Fig. 1: clock nets
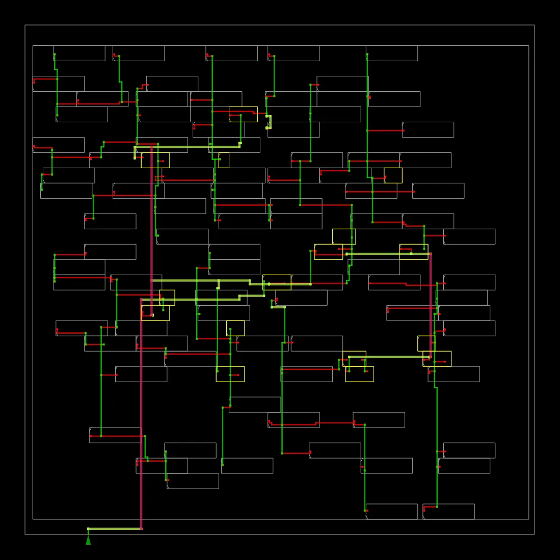
Fig. 2: a small window of the routed layout
Region (0, 41) to (50, 91) um. Cells in gray, sequential cells in the stronger gray; small squares are vias.
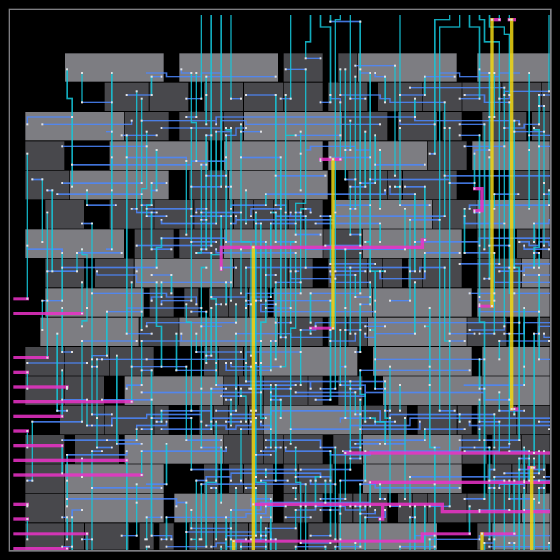
Fig. 3: logic cells by family
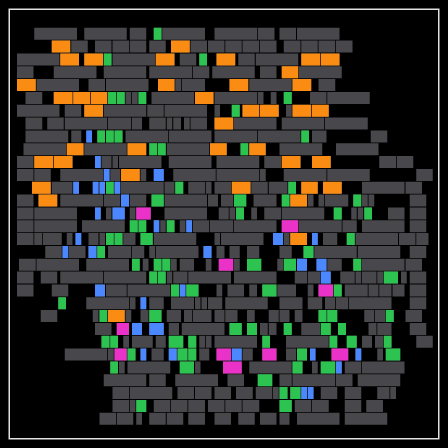
Fig. 4: floorplan with the power grid
Pins as bars on the die edge.
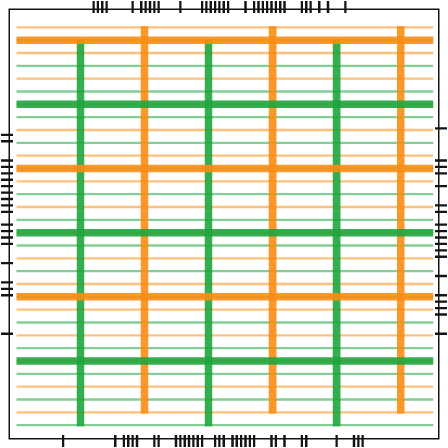
Fig. 5: placement by cell class
Bar = 20 um. Fill, decap, tap and diode cells in gray.
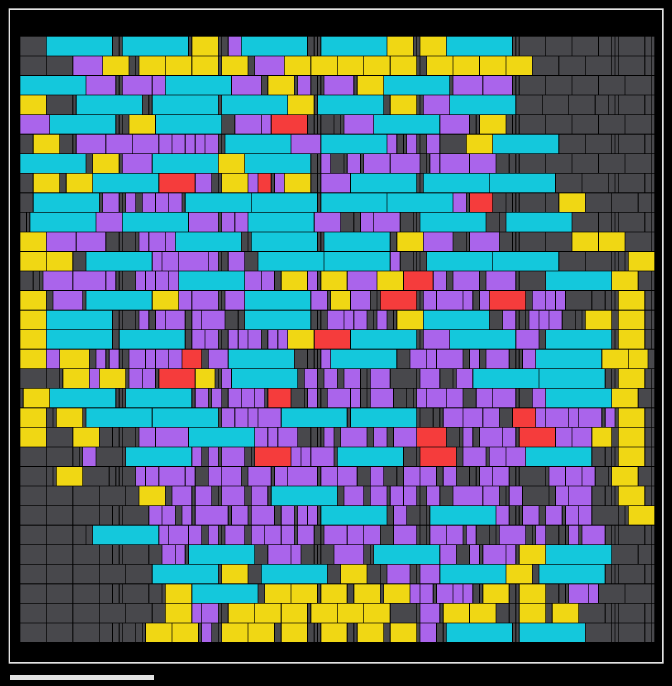
[src/rtl/fetch_stage_if.sv]
// Signal bundle between the fetch stage and its surroundings: instruction
// memory port, downstream control (stall/redirect/interrupt) and the IF/ID entry.
interface fetch_stage_if;
    logic        interruptSignal;
    logic        stall;
    logic        redirect_en;
    logic [15:0] redirect_pc;
    logic [15:0] imem_addr;
    logic [15:0] imem_data;
    logic [15:0] ifid_instr;
    logic [15:0] ifid_imm;
    logic        ifid_has_imm;
    logic [15:0] ifid_pc;
    logic        ifid_valid;
    logic        ifid_int;
    logic        int_ack;

    // Fetch-stage side.
    modport master (
        input  interruptSignal,
        input  stall,
        input  redirect_en,
        input  redirect_pc,
        input  imem_data,
        output imem_addr,
        output ifid_instr,
        output ifid_imm,
        output ifid_has_imm,
        output ifid_pc,
        output ifid_valid,
        output ifid_int,
        output int_ack
    );

    // Environment side: memory, decode stage and interrupt source.
    modport slave (
        output interruptSignal,
        output stall,
        output redirect_en,
        output redirect_pc,
        output imem_data,
        input  imem_addr,
        input  ifid_instr,
        input  ifid_imm,
        input  ifid_has_imm,
        input  ifid_pc,
        input  ifid_valid,
        input  ifid_int,
        input  int_ack
    );
endinterface

[src/rtl/fetch_stage.sv]
// Instruction-fetch stage of the MZNM pipeline. Owns the PC, merges two-word
// (LDM) instructions with their immediate into one IF/ID entry, injects an
// interrupt pseudo-instruction and applies stalls and redirects.
module fetch_stage #(
    parameter logic [15:0] RESET_PC   = 16'h0000,
    parameter logic [15:0] INT_VECTOR = 16'h0010,
    parameter logic [4:0]  IMM_OPCODE = 5'b01100,
    parameter logic [4:0]  INT_OPCODE = 5'b11111
) (
    input logic           clk,
    input logic           reset,
    fetch_stage_if.master bus
);

    typedef enum logic {StFetch, StImm} fetchState_e;

    fetchState_e stateQ;
    logic [15:0] pcQ;
    logic [15:0] holdQ;
    logic        intPendingQ;
    logic        intPrevQ;

    logic [15:0] pcPlusOne;
    logic        intEdge;
    logic        isTwoWord;

    // PC+1 wraps naturally at 16 bits, so the immediate after FFFF comes from 0000.
    assign pcPlusOne     = pcQ + 16'd1;
    assign intEdge       = bus.interruptSignal & ~intPrevQ;
    assign isTwoWord     = (bus.imem_data[15:11] == IMM_OPCODE);
    assign bus.imem_addr = pcQ;

    // PC, fetch state, interrupt capture and the registered IF/ID entry.
    always_ff @(posedge clk or posedge reset) begin
        if (reset) begin
            stateQ           <= StFetch;
            pcQ              <= RESET_PC;
            holdQ            <= 16'h0000;
            intPendingQ      <= 1'b0;
            intPrevQ         <= 1'b0;
            bus.ifid_instr   <= 16'h0000;
            bus.ifid_imm     <= 16'h0000;
            bus.ifid_has_imm <= 1'b0;
            bus.ifid_pc      <= 16'h0000;
            bus.ifid_valid   <= 1'b0;
            bus.ifid_int     <= 1'b0;
            bus.int_ack      <= 1'b0;
        end else begin
            // Edge detection runs every cycle, stalled or not.
            intPrevQ    <= bus.interruptSignal;
            bus.int_ack <= 1'b0;
            if (intEdge) begin
                intPendingQ <= 1'b1;
            end

            if (bus.redirect_en) begin
                // Redirect beats stall and interrupt; a half-fetched LDM is dropped.
                pcQ              <= bus.redirect_pc;
                stateQ           <= StFetch;
                bus.ifid_valid   <= 1'b0;
                bus.ifid_int     <= 1'b0;
                bus.ifid_has_imm <= 1'b0;
            end else if (bus.stall) begin
                // Hold everything; only the interrupt capture above advances.
            end else if (stateQ == StFetch && intPendingQ) begin
                // The instruction at PC is not consumed; it becomes the return point.
                bus.ifid_instr   <= {INT_OPCODE, 11'b0};
                bus.ifid_int     <= 1'b1;
                bus.ifid_valid   <= 1'b1;
                bus.ifid_has_imm <= 1'b0;
                bus.ifid_pc      <= pcQ;
                pcQ              <= INT_VECTOR;
                intPendingQ      <= 1'b0;
                bus.int_ack      <= 1'b1;
            end else if (stateQ == StFetch && isTwoWord) begin
                // First word of an LDM: park it and emit a bubble.
                holdQ          <= bus.imem_data;
                pcQ            <= pcPlusOne;
                stateQ         <= StImm;
                bus.ifid_valid <= 1'b0;
                bus.ifid_int   <= 1'b0;
            end else if (stateQ == StFetch) begin
                bus.ifid_instr   <= bus.imem_data;
                bus.ifid_valid   <= 1'b1;
                bus.ifid_has_imm <= 1'b0;
                bus.ifid_int     <= 1'b0;
                bus.ifid_pc      <= pcPlusOne;
                pcQ              <= pcPlusOne;
            end else begin
                // Second word: merge with the parked first word.
                bus.ifid_instr   <= holdQ;
                bus.ifid_imm     <= bus.imem_data;
                bus.ifid_has_imm <= 1'b1;
                bus.ifid_valid   <= 1'b1;
                bus.ifid_int     <= 1'b0;
                bus.ifid_pc      <= pcPlusOne;
                pcQ              <= pcPlusOne;
                stateQ           <= StFetch;
            end
        end
    end

endmodule

[src/flat_wrapper.sv]
// flat-port wrapper written by rule: the top's interface ports become plain ports
module fetch_stage_flat 
#(
    parameter logic [15:0] RESET_PC   = 16'h0000,
    parameter logic [15:0] INT_VECTOR = 16'h0010,
    parameter logic [4:0]  IMM_OPCODE = 5'b01100,
    parameter logic [4:0]  INT_OPCODE = 5'b11111
)
  (clk, reset, bus_interruptSignal, bus_stall, bus_redirect_en, bus_redirect_pc, bus_imem_data, bus_imem_addr, bus_ifid_instr, bus_ifid_imm, bus_ifid_has_imm, bus_ifid_pc, bus_ifid_valid, bus_ifid_int, bus_int_ack);
  fetch_stage_if bus_i ();
  input logic clk;
  input logic reset;
  input wire logic [$bits(bus_i.interruptSignal)-1:0] bus_interruptSignal;
  input wire logic [$bits(bus_i.stall)-1:0] bus_stall;
  input wire logic [$bits(bus_i.redirect_en)-1:0] bus_redirect_en;
  input wire logic [$bits(bus_i.redirect_pc)-1:0] bus_redirect_pc;
  input wire logic [$bits(bus_i.imem_data)-1:0] bus_imem_data;
  output wire logic [$bits(bus_i.imem_addr)-1:0] bus_imem_addr;
  output wire logic [$bits(bus_i.ifid_instr)-1:0] bus_ifid_instr;
  output wire logic [$bits(bus_i.ifid_imm)-1:0] bus_ifid_imm;
  output wire logic [$bits(bus_i.ifid_has_imm)-1:0] bus_ifid_has_imm;
  output wire logic [$bits(bus_i.ifid_pc)-1:0] bus_ifid_pc;
  output wire logic [$bits(bus_i.ifid_valid)-1:0] bus_ifid_valid;
  output wire logic [$bits(bus_i.ifid_int)-1:0] bus_ifid_int;
  output wire logic [$bits(bus_i.int_ack)-1:0] bus_int_ack;
  assign bus_i.interruptSignal = bus_interruptSignal;
  assign bus_i.stall = bus_stall;
  assign bus_i.redirect_en = bus_redirect_en;
  assign bus_i.redirect_pc = bus_redirect_pc;
  assign bus_i.imem_data = bus_imem_data;
  assign bus_imem_addr = bus_i.imem_addr;
  assign bus_ifid_instr = bus_i.ifid_instr;
  assign bus_ifid_imm = bus_i.ifid_imm;
  assign bus_ifid_has_imm = bus_i.ifid_has_imm;
  assign bus_ifid_pc = bus_i.ifid_pc;
  assign bus_ifid_valid = bus_i.ifid_valid;
  assign bus_ifid_int = bus_i.ifid_int;
  assign bus_int_ack = bus_i.int_ack;
  fetch_stage #(.RESET_PC(RESET_PC), .INT_VECTOR(INT_VECTOR), .IMM_OPCODE(IMM_OPCODE), .INT_OPCODE(INT_OPCODE)) u_core (.clk(clk), .reset(reset), .bus(bus_i));
endmodule
[config.mk]
export PLATFORM = sky130hd
export DESIGN_NAME = fetch_stage_flat
export DESIGN_NICKNAME = d
export VERILOG_FILES = /design/src/rtl/fetch_stage_if.sv /design/src/rtl/fetch_stage.sv /design/src/flat_wrapper.sv
export SDC_FILE = /design/constraint.sdc
export NUM_CORES = 1
export LEC_CHECK = 0
export CORE_UTILIZATION = 53
export CTS_CLUSTER_DIAMETER = 60
export DETAILED_ROUTE_END_ITERATION = 12
export PLACE_DENSITY = 0.95
export SLEW_MARGIN = 20
export SYNTH_ARGS = -nofsm -noshare
export SYNTH_HDL_FRONTEND = slang
export SYNTH_SLANG_ARGS = --single-unit
[constraint.sdc]
create_clock -name clk -period 7.84 [get_ports clk]
set_clock_uncertainty 0.15 [all_clocks]
set_input_delay 1.176 -clock clk [delete_from_list [all_inputs] [get_ports clk]]
set_output_delay 1.176 -clock clk [all_outputs]
set_load 0.005 [all_outputs]
==> flow_summary.json <==
{
  "seqCellArea_um2": 2180,
  "xor_area_frac": 0.0189,
  "fmax_mhz": 309,
  "setup_violations": 0,
  "crit_path_start": "bus_stall",
  "crit_chain": "clkdlybuf4s50_1 -> buf_4 -> nor2_1 -> and2_1 -> mux2_2",
  "regToRegSetupSlack_ns": 4.84,
  "numCtsBuffers": 9,
  "endpoint_kind": "flip-flop",
  "worstSetupPathType": "in2reg",
  "cts_setup_buffers": 0,
  "synthAdderAreaFrac": 0.00600,
  "r2r_end": "u_core.bus.imem_addr[10]$_DFFE_PP0P_",
  "postSynthAreaPerCell_um2": 10.4,
  "cpPeakStageDelay_ns": 0.73,
  "synthTopLogicFamily": "simple AND/OR/NAND/NOR gates",
  "hold_violations": 0,
  "grt_pass1_wl_um": 17400,
  "outcome": "finished, final reports clean",
  "fp_nets": 442,
  "num-fill-cells": 525,
  "via_per_inst": 5.88,
  "cp.arrival_ns": 3.33,
  "simple_gate_area_frac": 0.163,
  "required_ns": 7.94,
  "cts_tree": "done",
  "grt-ovfl-total": 0,
  "chipArea_um2": 8230,
  "power_frac_clock": 0.279,
  "dp_hpwl_um": 7280,
  "crit_family": "simple AND/OR/NAND/NOR gates",
  "r2r_cells": 6,
  "cts_buffer_depth": 2,
  "fin_nets": 530,
  "place_congestion": 0.868,
  "rr_startpoint": "u_core.stateQ$_DFFE_PP0P_",
  "edf_count": 0,
  "hold_class": "reg2reg",
  "initCoreUtil": 0.560,
  "sequentialPower_mw": 0.543
}
Notes on Fig. 1 above:
Power Clock: 0.300 mW
clk sinks: 87
Clk Latency, worst-skew pair: 0.36 ns
clkbuf count: 9

Notes on Fig. 2 above:
- blue: M1
- yellow: M4
- cyan: M2
- magenta: M3
- most frequent: dfrtp_1 (40), clkdlybuf4s50_1 (31), mux2_2 (19)
- netlist names of flops here include: u_core.bus.ifid_imm (12), u_core.holdQ (12), u_core.bus.ifid_instr (11)
- cells with their middle in the window: 169
- sequential cells in the window: 40

Notes on Fig. 3 above:
- blue: nor cells (cells 35)
- magenta: non-inverting ao/oa cells (cells 10)
- green: aoi and oai cells (cells 80)
- orange: mux cells (cells 40)

Notes on Fig. 4 above:
- green: VSS
- orange: VDD
- met4 straps: 6
- signal pins: 105
- rows: 31
- met1 rails: 32
- met5 straps: 6
die x size: 90.7 um
Die Y: 90.7 um
core footprint: 7450 um^2
Peak VDD IR: 0.119 mV

Notes on Fig. 5 above:
- cyan: registers (cells 87)
- red: clock drivers and dummy loads (cells 16)
- purple: remaining logic cells (cells 284)
- yellow: remaining buffers and delay cells (cells 109)
Cell Rows: 31
post-route design area: 5380 um^2
flop share of the area: 0.405
final core utilization: 0.722

-- layout by cell type, fill, tap and decap left out, types with 3 or more instances in the layout --
cell type / Yosys / routed
nand3_1: 10 / 10
nand2_1: 49 / 49
mux2_2: 27 / 27
nor3_1: 4 / 4
inv_1: 9 / 8
clkbuf_8: 0 / 9
nand2b_1: 6 / 6
a21oi_1: 15 / 15
nor2_1: 21 / 21
mux2i_1: 13 / 13
nand4_1: 7 / 7
a31oi_1: 10 / 10
nor4_1: 5 / 5
clkdlybuf4s50_1: 0 / 104
dfrtp_1: 87 / 87
xnor2_1: 6 / 6
or4_1: 8 / 8
inv_6: 0 / 3
o31ai_1: 4 / 4
xor2_1: 3 / 3
buf_4: 3 / 4
o21ai_0: 39 / 38
o31a_1: 3 / 3
a2bb2oi_1: 3 / 3
and2_1: 6 / 6
nor2b_1: 3 / 3
-- cell type report --
cell class                 count  share of cell area
tap                           99              0.0230
clock inverter                 7              0.0114
sequential                    87               0.405
timing repair buffer         109               0.201
multi-input combinational    274               0.330
inverter                      10             0.00721
clock buffer                   9              0.0230
-- per-stage QoR --
| step | setup WS (ns) | cells | util | power (mW) | cell area (um^2) |
|---|---|---|---|---|---|
| after floorplan | 4.26 | 403 | - | 0.645 | 4170 |
| after global placement | 4.01 | 579 | 0.697 | 0.770 | 5190 |
| after detailed placement | 4.06 | 579 | 0.697 | 0.781 | 5190 |
| after CTS | 4.46 | 595 | 0.722 | 1.08 | 5380 |
| after global routing | 4.46 | 595 | 0.722 | 1.12 | 5380 |
| final | 4.61 | 595 | 0.722 | 1.08 | 5380 |
-- routing by layer --
layer  GRT usage  part of all wire
met1       0.332              0.41
met2       0.453              0.51
met3      0.0648             0.058
met4       0.114             0.028
met5           0                 0
Power is estimated from default activity; no workload was simulated.
